<file path="config.mk">
export PLATFORM = sky130hd
export DESIGN_NAME = alu_arbiter
export DESIGN_NICKNAME = d
export VERILOG_FILES = /design/src/rtl/alu_arbiter.sv
export SDC_FILE = /design/constraint.sdc
export NUM_CORES = 1
export LEC_CHECK = 0
export CAP_MARGIN = 15
export CORE_AREA = 5 5 109 111
export DETAILED_ROUTE_END_ITERATION = 8
export DIE_AREA = 0 0 114 116
export GPL_TIMING_DRIVEN = 0
export PLACE_DENSITY = 0.7
export SLEW_MARGIN = 5
export SYNTH_ARGS = -nofsm -noshare
export SYNTH_HDL_FRONTEND = slang
export SYNTH_SLANG_ARGS = --single-unit
export TNS_END_PERCENT = 30
</file>
<file path="constraint.sdc">
create_clock -name clk -period 2 [get_ports clk]
set_input_delay 0.5 -clock clk [delete_from_list [all_inputs] [get_ports clk]]
set_output_delay 0.5 -clock clk [all_outputs]
set_load 0.02 [all_outputs]
</file>
<file path="src/rtl/alu_arbiter.sv">
// alu_arbiter
//   Time-shares one external combinational ALU between two requesters.
//   At most one operation issues per cycle. The issue slot is open when the
//   response register is empty or is being drained this cycle; ties are
//   resolved round-robin. The ALU result is captured into a one-entry
//   response register, one cycle after the grant.
//
// Ports
//   clk, rst              clock, synchronous active-high reset
//   req_valid[1:0]        per-requester request
//   req_ready[1:0]        per-requester grant (combinational, one-hot or zero)
//   req_r1, req_r2        packed operands {req1, req0}, DWL bits each
//   req_shamt[9:0]        packed 5-bit shift amounts {req1, req0}
//   req_sel[5:0]          packed 3-bit ALU selects {req1, req0}
//   alu_r1, alu_r2        operands to the shared ALU
//   alu_shamt, alu_sel    shift amount and select to the shared ALU
//   alu_ado, alu_zero     combinational ALU result and zero flag
//   rsp_valid/rsp_ready   response handshake
//   rsp_id                index of the requester owning the response
//   rsp_data, rsp_zero    registered ALU result and zero flag
module alu_arbiter #(
  parameter int DWL = 32
) (
  input  logic             clk,
  input  logic             rst,
  input  logic [1:0]       req_valid,
  output logic [1:0]       req_ready,
  input  logic [2*DWL-1:0] req_r1,
  input  logic [2*DWL-1:0] req_r2,
  input  logic [9:0]       req_shamt,
  input  logic [5:0]       req_sel,
  output logic [DWL-1:0]   alu_r1,
  output logic [DWL-1:0]   alu_r2,
  output logic [4:0]       alu_shamt,
  output logic [2:0]       alu_sel,
  input  logic [DWL-1:0]   alu_ado,
  input  logic             alu_zero,
  output logic             rsp_valid,
  input  logic             rsp_ready,
  output logic             rsp_id,
  output logic [DWL-1:0]   rsp_data,
  output logic             rsp_zero
);

  typedef enum logic {EMPTY = 1'b0, FULL = 1'b1} state_t;

  state_t state;
  logic   last_grant;
  logic   slot_open;
  logic   grant_any;
  logic   grant_idx;

  assign slot_open = (state == EMPTY) || rsp_ready;

  // Issue stage: arbitration and ALU operand steering (same cycle)
  always_comb begin
    grant_any = 1'b0;
    grant_idx = 1'b0;
    if (!rst && slot_open) begin
      unique case (req_valid)
        2'b01: begin grant_any = 1'b1; grant_idx = 1'b0; end
        2'b10: begin grant_any = 1'b1; grant_idx = 1'b1; end
        // Tie: the requester not granted most recently wins.
        2'b11: begin grant_any = 1'b1; grant_idx = ~last_grant; end
        default: begin grant_any = 1'b0; grant_idx = 1'b0; end
      endcase
    end
  end

  always_comb begin
    req_ready = 2'b00;
    alu_r1    = '0;
    alu_r2    = '0;
    alu_shamt = '0;
    alu_sel   = 3'b000;
    if (grant_any) begin
      req_ready[grant_idx] = 1'b1;
      if (grant_idx) begin
        alu_r1    = req_r1[2*DWL-1:DWL];
        alu_r2    = req_r2[2*DWL-1:DWL];
        alu_shamt = req_shamt[9:5];
        alu_sel   = req_sel[5:3];
      end else begin
        alu_r1    = req_r1[DWL-1:0];
        alu_r2    = req_r2[DWL-1:0];
        alu_shamt = req_shamt[4:0];
        alu_sel   = req_sel[2:0];
      end
    end
  end

  // Response stage: capture ALU result, hold while the consumer stalls
  always_ff @(posedge clk) begin
    if (rst) begin
      state      <= EMPTY;
      rsp_valid  <= 1'b0;
      rsp_id     <= 1'b0;
      rsp_data   <= '0;
      rsp_zero   <= 1'b0;
      last_grant <= 1'b1;
    end else begin
      if (grant_any) begin
        last_grant <= grant_idx;
        rsp_data   <= alu_ado;
        rsp_zero   <= alu_zero;
        rsp_id     <= grant_idx;
      end
      unique case (state)
        EMPTY: begin
          if (grant_any) begin
            state     <= FULL;
            rsp_valid <= 1'b1;
          end
        end
        FULL: begin
          if (rsp_ready && !grant_any) begin
            state     <= EMPTY;
            rsp_valid <= 1'b0;
          end
        end
        default: begin
          state     <= EMPTY;
          rsp_valid <= 1'b0;
        end
      endcase
    end
  end

endmodule

</file>
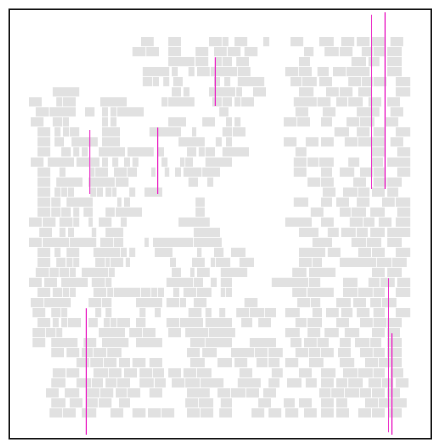
Fig. 1. Signal wires on met4 (run 1).
Cells faint in the background.
wire length on this layer: 245 µm
nets with wire on the layer: 8
main direction: vertical
vias: 3417
WL final: 14950 µm

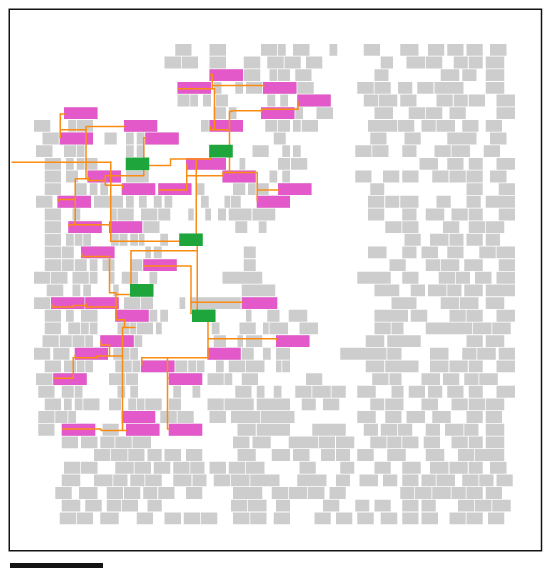
Fig. 2. Clock wires, drivers and flops (run 1).
Scale bar: 20 µm.
[clock-net drivers] green | count: 5
[flip-flops] magenta | count: 37
[clock wires] orange | length: 527 µm
routed clock nets: 6
P_clk: 0.677 mW
Clock power frac: 0.238
Final Skew: 0.003635 ns

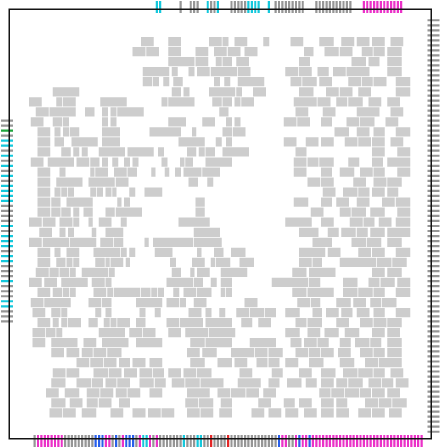
Fig. 3. Pin placement (run 1).
Pins as bars across the die edge, other pins in gray.
[clk] green | pins: 1 | direction: input | edge: left
[req_shamt] blue | pins: 10 | direction: input | edge: bottom
[rsp_data] cyan | pins: 32 | direction: output | edge: 18 left, 9 top, 5 bottom
[req_r2] magenta | pins: 64 | direction: input | edge: 52 bottom, 12 top
[req_valid] red | pins: 2 | direction: input | edge: bottom
all pins by edge: 115 bottom, 83 right, 52 top, 41 left
die height: 116 µm
Buffers on Ports: 290
die width: 114 µm

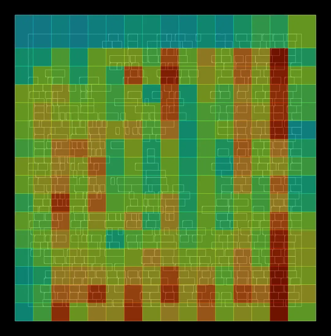
Fig. 4. Track usage over the die (run 1).
overall routing resource usage: 0.2090
WL/cell: 21.05 µm
GRT met1 Usage: 0.2421
M3 GR Usage: 0.05744

==> impl_metrics.env, run 1 <==
# yosys + openroad results
export IMPL_status="finished, violations left"
export IMPL_violations="setup timing"
export IMPL_leakage_nw=2.430
export IMPL_slowest_delay_ns=0.36
export IMPL_ys_ff=37
export IMPL_slew_violations=0
export IMPL_path_cells="nor2b_4 > nor4b_4 > buf_4 > buf_12 > buf_12 > a22o_1 > buf_6"
export IMPL_clkCellAreaFrac=0.01953
export IMPL_critPathBufInv=4
export IMPL_clock_fmax_mhz=440.8
export IMPL_dieArea_um2=13220
export IMPL_internal_power_mw=1.994
export IMPL_reg2reg_from="state"
export IMPL_cp_data_required_time_ns=1.50
export IMPL_crit_slowest_cell="dfxtp_4"
export IMPL_fin_hold_ws_ns=0.4747
export IMPL_fin_ws_ns=-0.2685
export IMPL_yosysWarningCount=0
export IMPL_critPathLaunch="state"
export IMPL_worst_pin_slew_ns=0.4596
export IMPL_pre_cts_ws_ns=-1.101
export IMPL_post_cts_resized=459
export IMPL_post_route_cells_drive_above_1_share=0.2491
export IMPL_met2_usage=0.3849
export IMPL_grt_pass1_vias=3626
export IMPL_ant_nets=0
export IMPL_synthArstFlopShare=0
export IMPL_seq_area_um2=745.7
export IMPL_grt_max_degree=12
export IMPL_area_leaders="dfxtp_1, a22o_1, nand3b_1"
export IMPL_worstPathMaxFanout=10
export IMPL_worstRegToRegCells=5
export IMPL_rr_endpoint="rsp_data[20]"
export IMPL_seq_power_mw=0.815
export IMPL_ys_area_um2=2395
export IMPL_muxShareOfSynthArea=0
export IMPL_drc=0
export IMPL_final_setup_viol_count=73
export IMPL_maxPowerGroup="combinational logic"
export IMPL_synthTopCellsByCount="a22o_1, dfxtp_1, a21oi_1"
export IMPL_grt_antenna_before_repair=0
export IMPL_critPathLaunchType="flip-flop"
export IMPL_clock_path_buffers=2
export IMPL_grt_busiest_layer="met2"
export IMPL_cts_made_buffers=5
export IMPL_peakVddDrop_mv=0.4041
export IMPL_tool_warnings=29
export IMPL_cap_violations=0
export IMPL_io_pins=291
export IMPL_critPathMostFrequentCell="buf_12"
export IMPL_flops=37
export IMPL_top_logic_kind="AND-OR/OR-AND gates"
export IMPL_final_cell_count_no_fill=710
export IMPL_drt_first_pass_iters=4
export IMPL_largest_reg_flops=32
export IMPL_top_area_frac=0.3093
export IMPL_core_util_floorplan=0.2239
export IMPL_layout_top_cells="clkdlybuf4s50_1, buf_6, a22o_1"
export IMPL_taps=140
export IMPL_inv_count=1
export IMPL_comb_power_share=0.475
export IMPL_hp_start="rsp_valid"
Fig. 5: run 1, wiring by layer
Scale bar: 20 µm.
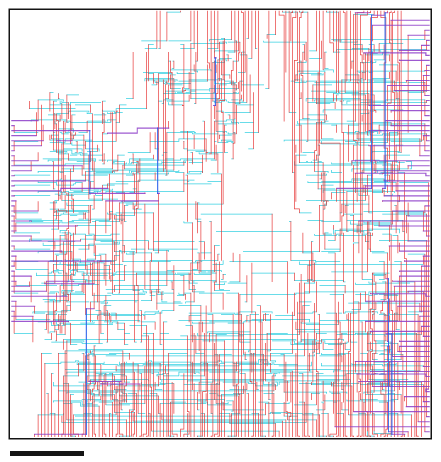

## Run 2: what changed since run 1
==> constraint.sdc (replaced) <==
create_clock -name clk -period 2 [get_ports clk]
set_input_delay 0.3 -clock clk [delete_from_list [all_inputs] [get_ports clk]]
set_output_delay 0.3 -clock clk [all_outputs]
set_load 0.02 [all_outputs]
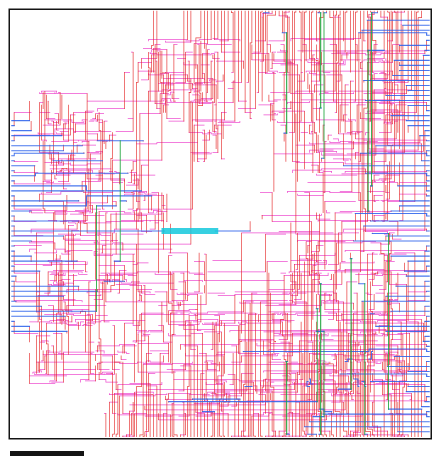
Fig. 6. Wiring by layer (run 2).
Scale bar: 20 µm.
[M5] cyan | wire length: 13.8 µm
[M1] magenta | wire length: 5650 µm
[M4] green | wire length: 477 µm
[M3] blue | wire length: 1400 µm
[M2] red | wire length: 7990 µm

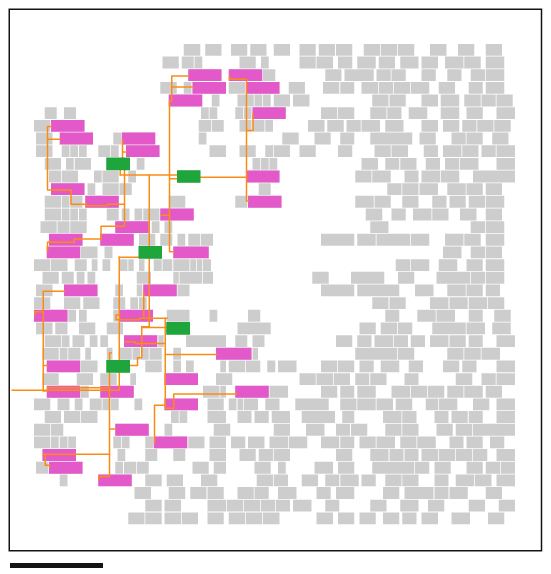
Fig. 7. Clock wires, drivers and flops (run 2).
Scale bar: 20 µm.
[clock wires] orange | length: 507 µm
[flip-flops] magenta | count: 37
[clock-net drivers] green | count: 5
routed clock nets: 6
Final Skew: 0.002538 ns
P_clk: 0.525 mW
Late-Pin Clk Latency: 0.28 ns

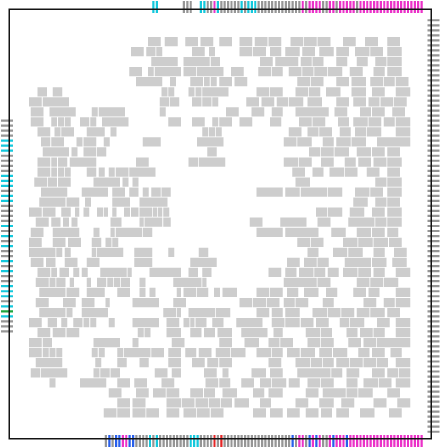
Fig. 8. Pin placement (run 2).
Pins as bars across the die edge, other pins in gray.
[clk] green | pins: 1 | direction: input | edge: left
[rsp_data] cyan | pins: 32 | direction: output | edge: 18 left, 9 top, 5 bottom
[req_valid] red | pins: 2 | direction: input | edge: bottom
[req_r2] magenta | pins: 64 | direction: input | edge: 32 bottom, 32 top
[req_shamt] blue | pins: 10 | direction: input | edge: bottom

==> run 2 against run 1 <==
The flow still finishes with violations (setup timing); register-to-register slack about the same; power shrank 5.4%; clock power fell by 22%; fmax rose by 4.5%; die area unchanged; setup slack improved by 0.097 ns; largest power group unchanged; highest routed layer is now met5.
==> impl_metrics.env, run 2 <==
# yosys + openroad results
export IMPL_status="finished, violations left"
export IMPL_violations="setup timing"
export IMPL_grt_max_degree=11
export IMPL_cp_data_required_time_ns=1.70
export IMPL_met3_usage=0.06893
export IMPL_area_growth_syn_to_layout_pct=147.2
export IMPL_drc=0
export IMPL_slew_violations=0
export IMPL_grt_usage=0.2114
export IMPL_largest_register="rsp_data"
export IMPL_leakage_nw=2.394
export IMPL_design_area_um2=5919
export IMPL_tool_warnings=28
export IMPL_logic_area_um2=1346
export IMPL_critPathLaunchType="flip-flop"
export IMPL_coreArea_um2=10700
export IMPL_synthTopCellsByCount="a22o_1, dfxtp_1, a21oi_1"
export IMPL_worst_pin_slew_ns=0.4623
export IMPL_io_pins=291
export IMPL_drt_total_wl_um=15530
export IMPL_cts_tree="yes"
export IMPL_pwr_share_clk=0.195
export IMPL_insertedDiodeCount=0
export IMPL_rrSetupSlack_ns=0.56
export IMPL_post_route_cells_drive_above_1_share=0.2238
export IMPL_largest_area_cell="dfxtp_1"
export IMPL_comb_power_share=0.502
export IMPL_path_cells="and2b_4 > nor4b_4 > buf_4 > clkbuf_16 > buf_12 > buf_6 > a22o_1 > buf_6"
export IMPL_endpoint="alu_r1[28]"
export IMPL_worstPathArrival_ns=1.87
export IMPL_ctsRootBufferMaster="clkbuf_8"
export IMPL_grt_use_met1=0.2254
export IMPL_hold_path_class="flip-flop to flip-flop"
export IMPL_relSlewSlack=0.6918
export IMPL_final_core_util=0.5533
export IMPL_rsz0062_at_grt="true"
export IMPL_routed_via_count=3488
export IMPL_logic_gates=186
export IMPL_most_common_cell="a22o_1"
export IMPL_final_cell_count_no_fill=712
export IMPL_cap_violations=0
export IMPL_worstPathMaxFanout=7
export IMPL_grt_busiest_layer="met2"
export IMPL_wirelength_met1_um=5653
export IMPL_clock_path_buffers=2
export IMPL_postCtsSetupBuffers=8
export IMPL_dp_hpwl_um=12730
export IMPL_synthArstFlopShare=0
export IMPL_yosys_area_share_simple=0.1358
export IMPL_fin_hold_ws_ns=0.4721
export IMPL_synth_net_count=440
export IMPL_grt_pass1_wl_um=21470
export IMPL_final_setup_viol_count=71
export IMPL_die_w_um=114
export IMPL_avgSynthCellArea_um2=9.282
export IMPL_pre_cts_ws_ns=-0.7605
export IMPL_ant_nets=0
export IMPL_layout_nets=754
export IMPL_rr_endpoint="rsp_data[20]"
export IMPL_rows=38
export IMPL_ff_type="dfxtp_1"
export IMPL_clock_fmax_mhz=460.5
export IMPL_synth_cell_types=22
export IMPL_min_to="rsp_valid"
export IMPL_slowest_delay_ns=0.32
export IMPL_ys_ff=37
export IMPL_fa_ha_area_frac=0
export IMPL_io_buffers=290
export IMPL_nClkBuffers=7
export IMPL_flops=37
export IMPL_area_leaders="dfxtp_1, a22o_1, nand3b_1"
export IMPL_finalSetupTns_ns=-6.669
export IMPL_netlist_instances=258
export IMPL_fin_ws_ns=-0.1715
export IMPL_final_common_cell="clkdlybuf4s50_1"
export IMPL_fp_dieH_um=116
export IMPL_taps=140
export IMPL_largest_reg_flops=32
export IMPL_reg2reg_from="state"
export IMPL_muxShareOfSynthArea=0
export IMPL_hp_start="rsp_valid"
export IMPL_drt_first_pass_iters=4
export IMPL_final_hold_violation_count=0
export IMPL_critPathLaunch="last_grant"
export IMPL_core_util_floorplan=0.2239
export IMPL_critPathMostFrequentCell="buf_6"
export IMPL_peakVddDrop_mv=0.3922
export IMPL_edf_count=0
export IMPL_crit_type="flip-flop to output pin"
export IMPL_netlist_area_um2=2395
export IMPL_power_switching_mw=0.8278
export IMPL_cts_made_buffers=5
export IMPL_crit_cells=8
export IMPL_crit_slowest_cell="dfxtp_2"
export IMPL_post_cts_resized=439
export IMPL_grt_pass1_vias=3657
export IMPL_dieArea_um2=13220
export IMPL_seq_area_um2=743.2
export IMPL_via_per_inst=4.899
export IMPL_met2_usage=0.3931
export IMPL_ys_area_um2=2395
export IMPL_clkCellAreaFrac=0.01458
export IMPL_path_delay_family="buffers and inverters"
export IMPL_top_logic_kind="AND-OR/OR-AND gates"
export IMPL_seq_area_frac=0.1256
export IMPL_internal_power_mw=1.861
export IMPL_wire_per_inst_um=21.82
export IMPL_period_minus_slack_ns=2.171
export IMPL_inv_count=1
export IMPL_whs_path_depth=1
export IMPL_seq_power_mw=0.814
export IMPL_wl_met2_um=7987
export IMPL_clk_pin_slew_ns=0.07
export IMPL_buf_share=0.6022
export IMPL_yosysWarningCount=0
export IMPL_top_area_frac=0.3093
export IMPL_maxPowerGroup="combinational logic"
export IMPL_worstRegToRegCells=5
export IMPL_grt_antenna_before_repair=1
export IMPL_critPathBufInv=5
export IMPL_layout_top_cells="clkdlybuf4s50_1, buf_6, a22o_1"
No activity file was given, so power comes from the tool's default toggle rates.
